$ cat src/rtl/serial_subtractor.sv
// Bit-serial subtractor: computes a - b one bit per clock, LSB first, through a
// single registered borrow stage, with a start/busy/done handshake.
module serial_subtractor #(
    parameter int WIDTH = 4
) (
    input  logic             clk,
    input  logic             rst_n,
    input  logic             start,
    input  logic [WIDTH-1:0] a,
    input  logic [WIDTH-1:0] b,
    output logic             busy,
    output logic             done,
    output logic [WIDTH-1:0] diff,
    output logic             bout,
    output logic             ovf
);
    localparam int CW = $clog2(WIDTH + 1);

    typedef enum logic {
        IDLE,
        SHIFT
    } state_t;

    state_t           state;
    logic [WIDTH-1:0] a_sr;
    logic [WIDTH-1:0] b_sr;
    logic [WIDTH-1:0] res;
    logic             brw;
    logic [CW-1:0]    cnt;
    logic             a_msb;
    logic             b_msb;

    // Combinational slice for the bit currently at the bottom of the shifters.
    logic             d;
    logic             brw_next;
    logic [WIDTH-1:0] res_next;

    assign d        = a_sr[0] ^ b_sr[0] ^ brw;
    assign brw_next = (~a_sr[0] & b_sr[0]) | (~(a_sr[0] ^ b_sr[0]) & brw);
    assign res_next = {d, res[WIDTH-1:1]};

    always_ff @(posedge clk or negedge rst_n) begin
        if (!rst_n) begin
            state <= IDLE;
            a_sr  <= '0;
            b_sr  <= '0;
            res   <= '0;
            brw   <= 1'b0;
            cnt   <= '0;
            a_msb <= 1'b0;
            b_msb <= 1'b0;
            busy  <= 1'b0;
            done  <= 1'b0;
            diff  <= '0;
            bout  <= 1'b0;
            ovf   <= 1'b0;
        end else begin
            done <= 1'b0;
            case (state)
                IDLE: begin
                    if (start) begin
                        a_sr  <= a;
                        b_sr  <= b;
                        a_msb <= a[WIDTH-1];
                        b_msb <= b[WIDTH-1];
                        res   <= '0;
                        brw   <= 1'b0;
                        cnt   <= '0;
                        busy  <= 1'b1;
                        state <= SHIFT;
                    end
                end
                SHIFT: begin
                    a_sr <= {1'b0, a_sr[WIDTH-1:1]};
                    b_sr <= {1'b0, b_sr[WIDTH-1:1]};
                    res  <= res_next;
                    brw  <= brw_next;
                    cnt  <= cnt + CW'(1);
                    // Last bit: d is the result MSB, so overflow can be formed here.
                    if (cnt == CW'(WIDTH - 1)) begin
                        diff  <= res_next;
                        bout  <= brw_next;
                        ovf   <= (a_msb != b_msb) && (d != a_msb);
                        done  <= 1'b1;
                        busy  <= 1'b0;
                        state <= IDLE;
                    end
                end
                default: state <= IDLE;
            endcase
        end
    end
endmodule
$ cat config.mk
export PLATFORM = sky130hd
export DESIGN_NAME = serial_subtractor
export DESIGN_NICKNAME = d
export VERILOG_FILES = /design/src/rtl/serial_subtractor.sv
export SDC_FILE = /design/constraint.sdc
export NUM_CORES = 1
export LEC_CHECK = 0
export ABC_AREA = 1
export CAP_MARGIN = 20
export CELL_PAD_IN_SITES_DETAIL_PLACEMENT = 0
export CELL_PAD_IN_SITES_GLOBAL_PLACEMENT = 1
export CORE_MARGIN = 8
export CORE_UTILIZATION = 39
export DETAILED_ROUTE_END_ITERATION = 16
export GPL_TIMING_DRIVEN = 0
export PLACE_DENSITY = 0.8
export SLEW_MARGIN = 20
export SYNTH_ARGS = -nofsm -noshare
export SYNTH_HDL_FRONTEND = slang
export SYNTH_SLANG_ARGS = --single-unit
$ cat constraint.sdc
create_clock -name clk -period 1.6 [get_ports clk]
set_input_delay 0.24 -clock clk [delete_from_list [all_inputs] [get_ports clk]]
set_output_delay 0.24 -clock clk [all_outputs]
set_load 0.02 [all_outputs]
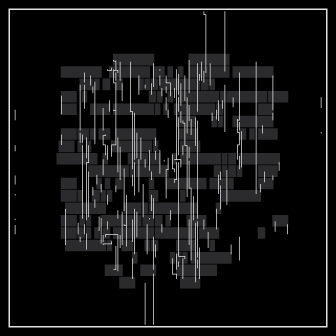
*The metal 2 layer, run 1*
Cells faint in the background.
longest straight run	28.9 um
nets with wire on the layer	115
wire length on this layer	878 um
met2 GRT Util: 14.1%
Post-Route WL: 1990 um
routed vias: 783

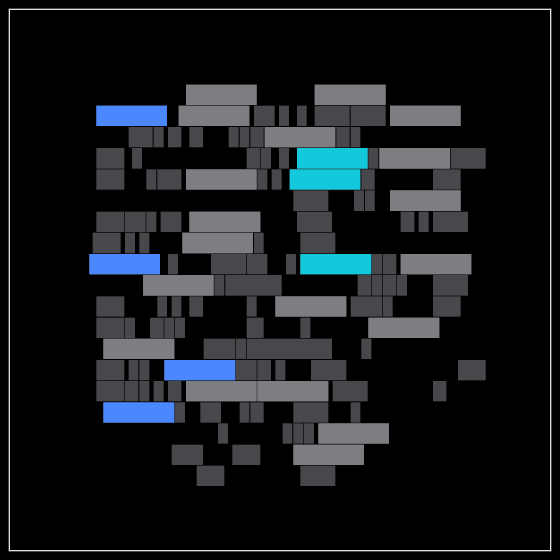
*Register map, names as in the netlist, run 1*
signal	color	sequential cells
`b_sr`	blue	4
`res`	cyan	3
Reg area: 651 um2
fin util: 51.2%
Seq/total area: 46.5%
Seq group: 1.05 mW

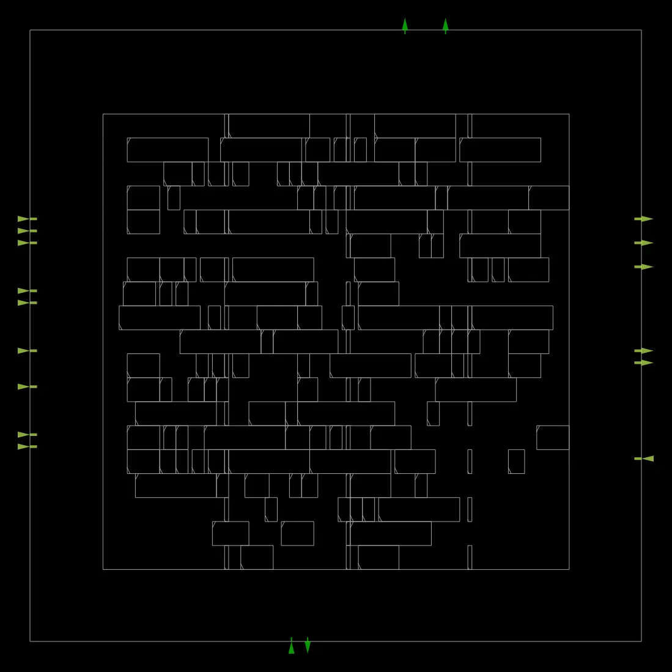
*Cell outlines without signal wires, run 1*
Non-Filler Instances: 162
FILL cells: 258
TAP cells: 31

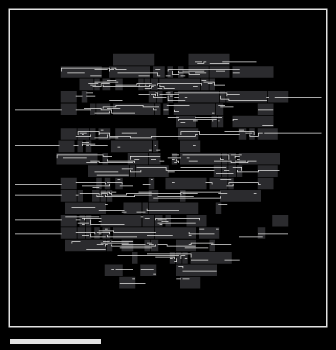
*Metal 1, run 1*
Bar = 20 um. Cells faint in the background.
wire length on this layer	964 um
longest straight run	15.6 um
share of all routed wire	48%

run 1: registers in the layout, indices dropped and copies added, names as in the netlist:
| register | count |
|---|---|
| a_sr | 4 |
| b_sr | 4 |
| diff | 4 |
| cnt | 3 |
| res | 3 |
| a_msb | 1 |
| b_msb | 1 |
| bout | 1 |
| brw | 1 |
| busy | 1 |
| done | 1 |
| ovf | 1 |
| state | 1 |
run 1: metal layers:
| metal | wire, um | global-route usage [%] | share of wire [%] | vias up |
|---|---|---|---|---|
| met5 | 0 | 0 | 0 | - |
| met4 | 44 | 4.10 | 2.2 | 0 |
| met3 | 106 | 2.58 | 5.3 | 5 |
| met2 | 878 | 14.1 | 44 | 18 |
| met1 | 963 | 10.4 | 48 | 369 |
| li1 | - | - | - | 391 |
run 1: how the worst min path moves through the flow:
stage / from / to / slack, ns / cells past startpoint
after detailed placement: rst_n / bout / 0.27 / 1
after global placement: cnt[0] / cnt[0] / 0.46 / 1
final: rst_n / diff[0] / 0.43 / 2
after global routing: a[0] / a_sr[0] / 0.45 / 3
after CTS: rst_n / diff[0] / 0.44 / 2
after floorplan: rst_n / a_msb / -0.06 / 0
run 1: cell usage in the layout (no fill, tap or decap):
cell type / instances
buf_2: 2
inv_2: 2
o21ai_2: 2
a21oi_1: 1
dlygate4sd3_1: 1
buf_4: 1
nand3_1: 6
inv_4: 1
buf_6: 1
bufinv_16: 1
fa_1: 1
nor2_1: 2
o21ai_1: 8
o22ai_2: 5
clkdlybuf4s50_1: 12
dlymetal6s2s_1: 5
ha_1: 3
inv_1: 12
dfrtp_1: 26
clkbuf_4: 3
nor2_4: 2
nand2_1: 32
o211ai_1: 2
run 1: timing repair:
action	CTS	global route
hold buffers	1	0
endpoints found under the setup margin	0	5
hold endpoints to repair	26	0
gates resized	0	5
buffers inserted	0	0
==> results.sh, run 1 <==
# physical design summary
export IMPL_status="completed"
export IMPL_cp_end_kind="output port"
export IMPL_yosysWarnings=0
export IMPL_cp_num_buf_inv=1
export IMPL_critPathKind="register to output port"
export IMPL_r2r_end="ovf"
export IMPL_place_ws_ns=0.216
export IMPL_layout_nonclk_buf_share_pct=15.8
export IMPL_dp_final_hpwl_um=1470
export IMPL_clk_path_buf_depth=2
export IMPL_r2r_start="a_sr[0]"
export IMPL_cp_max_fo=2
export IMPL_worstPathCellList="clkdlybuf4s50_1"
export IMPL_log_warning_count=27
export IMPL_total_power_mw=2.71
export IMPL_p_int_mw=1.72
export IMPL_dominantRegCellSynth="dfrtp_1"
export IMPL_comb_cells=64
export IMPL_adder_share_pct=5.18
export IMPL_clock_skew_ns=0.00746
export IMPL_antenna_found_initial=0
export IMPL_nets=147
export IMPL_ioPinCount=19
export IMPL_syn2layout_area_growth_pct=26.0
export IMPL_clock_cell_area_share_pct=3.75
export IMPL_top_cell_area_share_pct=58.6
export IMPL_synthAoiAreaFrac_pct=12.6
export IMPL_fin_setup_tns_ns=0
export IMPL_cp_top_family="buffers and inverters"
export IMPL_xor_share_pct=0
export IMPL_p_leak_nw=0.722
export IMPL_finalInstanceArea_mm2=0.00140
export IMPL_ys_seq_share_pct=58.6
export IMPL_wire_per_inst_um=12.3
export IMPL_grt_pass1_wl_um=3610
export IMPL_power_clock_uw=450
export IMPL_p_clk_share_pct=16.6
export IMPL_largest_class="registers"
export IMPL_mux_share_pct=0
export IMPL_signal_buffers=22
export IMPL_synth_distinct_cells=18
export IMPL_final_setup_worst_slack_ns=0.0685
export IMPL_yosys_area_share_simple_pct=16.2
export IMPL_comb_power_mw=1.21
export IMPL_crit_path_end="busy"
export IMPL_avgSynthCellArea_um2=10.3
export IMPL_fp_nets=123
export IMPL_clock_sinks=26
export IMPL_hold_slack_ns=0.428
export IMPL_edf_count=0
## Run 2: what changed since run 1
--- a/config.mk
+++ b/config.mk
@@ -9,12 +9,12 @@
 export CAP_MARGIN = 20
 export CELL_PAD_IN_SITES_DETAIL_PLACEMENT = 0
 export CELL_PAD_IN_SITES_GLOBAL_PLACEMENT = 1
+export CORE_ASPECT_RATIO = 1.75
 export CORE_MARGIN = 8
 export CORE_UTILIZATION = 39
 export DETAILED_ROUTE_END_ITERATION = 16
 export GPL_TIMING_DRIVEN = 0
 export PLACE_DENSITY = 0.8
-export SLEW_MARGIN = 20
 export SYNTH_ARGS = -nofsm -noshare
 export SYNTH_HDL_FRONTEND = slang
 export SYNTH_SLANG_ARGS = --single-unit
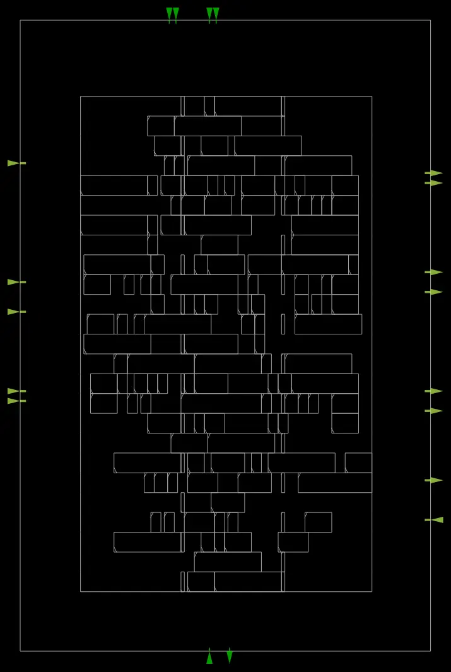
*Cell outlines without signal wires, run 2*
Rows: 25
fin util: 52.3%

==> results.sh, run 2 <==
# physical design summary
export IMPL_via_count=781
export IMPL_wire_per_inst_um=12.9
export IMPL_cp_num_buf_inv=1
export IMPL_syn2layout_area_growth_pct=28.2
export IMPL_grt_pass1_wl_um=3530
export IMPL_top_cell_area_share_pct=58.6
export IMPL_cts_hold_buf=0
export IMPL_fin_setup_tns_ns=0
export IMPL_total_power_mw=2.81
export IMPL_dominantRegCellSynth="dfrtp_1"
export IMPL_ctsResizeCount=0
export IMPL_ioPinCount=19
export IMPL_nets=147
export IMPL_post_cts_buffers=0
export IMPL_cp_top_family="buffers and inverters"
export IMPL_clock_sinks=26
export IMPL_worstPathCellList="clkdlybuf4s50_1"
export IMPL_synth_distinct_cells=18
export IMPL_reg_top3="a_sr x4, b_sr x4, diff x4"
export IMPL_yosysWarnings=0
export IMPL_final_setup_worst_slack_ns=0.120
export IMPL_final_cell_mix="32 x nand2_1, 26 x dfrtp_1, 18 x clkdlybuf4s50_1, 12 x inv_1, 8 x o21ai_1"
export IMPL_avgSynthCellArea_um2=10.3
export IMPL_status="completed"
export IMPL_hold_slack_ns=0.262
export IMPL_routed_wl_um=2040
export IMPL_antenna_found_initial=0
export IMPL_log_warning_count=27
export IMPL_critPathKind="register to output port"
export IMPL_r2r_start="a_sr[0]"
export IMPL_fp_nets=123
export IMPL_clk_path_buf_depth=2
export IMPL_dp_final_hpwl_um=1560
export IMPL_clock_skew_ns=0.000956
export IMPL_ys_seq_share_pct=58.6
export IMPL_place_ws_ns=0.224
export IMPL_fill_cells=250
export IMPL_cp_max_fo=2
[run 2: cells by family (layout without fill, tap and decap cells)]
family | Yosys count | in the layout | share of synthesized area [%]
buffers and inverters | 18 | 41 | 7.43
AOI/OAI and AO/OA | 18 | 18 | 12.6
adders and majority gates | 4 | 4 | 5.18
and+or+nand+nor | 42 | 42 | 16.2
DFF | 26 | 26 | 58.6
[run 2: layout make-up]
class	count	area, um2	area share (%)
Buffer	3	23.8	1.67
Tap cell	27	33.8	2.37
Clock inverter	1	30.0	2.11
Timing Repair Buffer	19	208	14.6
Sequential cell	26	651	45.7
Clock buffer	3	41.3	2.90
Inverter	15	58.8	4.13
Multi-Input combinational cell	64	378	26.5
[run 2: worst max path at each step]
stage / start / to / slack (ns)
after global placement: rst_n / b_sr[3] / -0.03
after floorplan: a_sr[0] / ovf / 0.31
after CTS: bout / bout / 0.11
after global routing: bout / bout / 0.06
final: bout / bout / 0.12
after detailed placement: start / a_msb / 0.22
[run 2: per-stage QoR]
stage | cell area (um2) | cells
5_1_grt | 1420 | 158
2_1_floorplan | 1110 | 108
3_5_place_dp | 1350 | 154
3_3_place_gp | 1330 | 153
6_report | 1420 | 158
4_1_cts | 1420 | 158
[run 2: power breakdown]
group	internal, mW	total (mW)	switching [mW]	leakage [nW]
sequential	0.935	1.06	0.123	0.332
combinational	0.544	1.21	0.668	0.301
clock	0.335	0.545	0.211	0.0357
[run 2: per-layer routing]
metal	routed length [um]	up-vias	GRT usage, %	part of all wire, %
met2	1070	16	15.5	53
li1	-	388	-	-
met3	92	5	2.64	4.5
met4	39	0	3.96	1.9
met1	835	372	9.31	41
met5	0	-	0	0
Power and IR drop assume default switching activity.
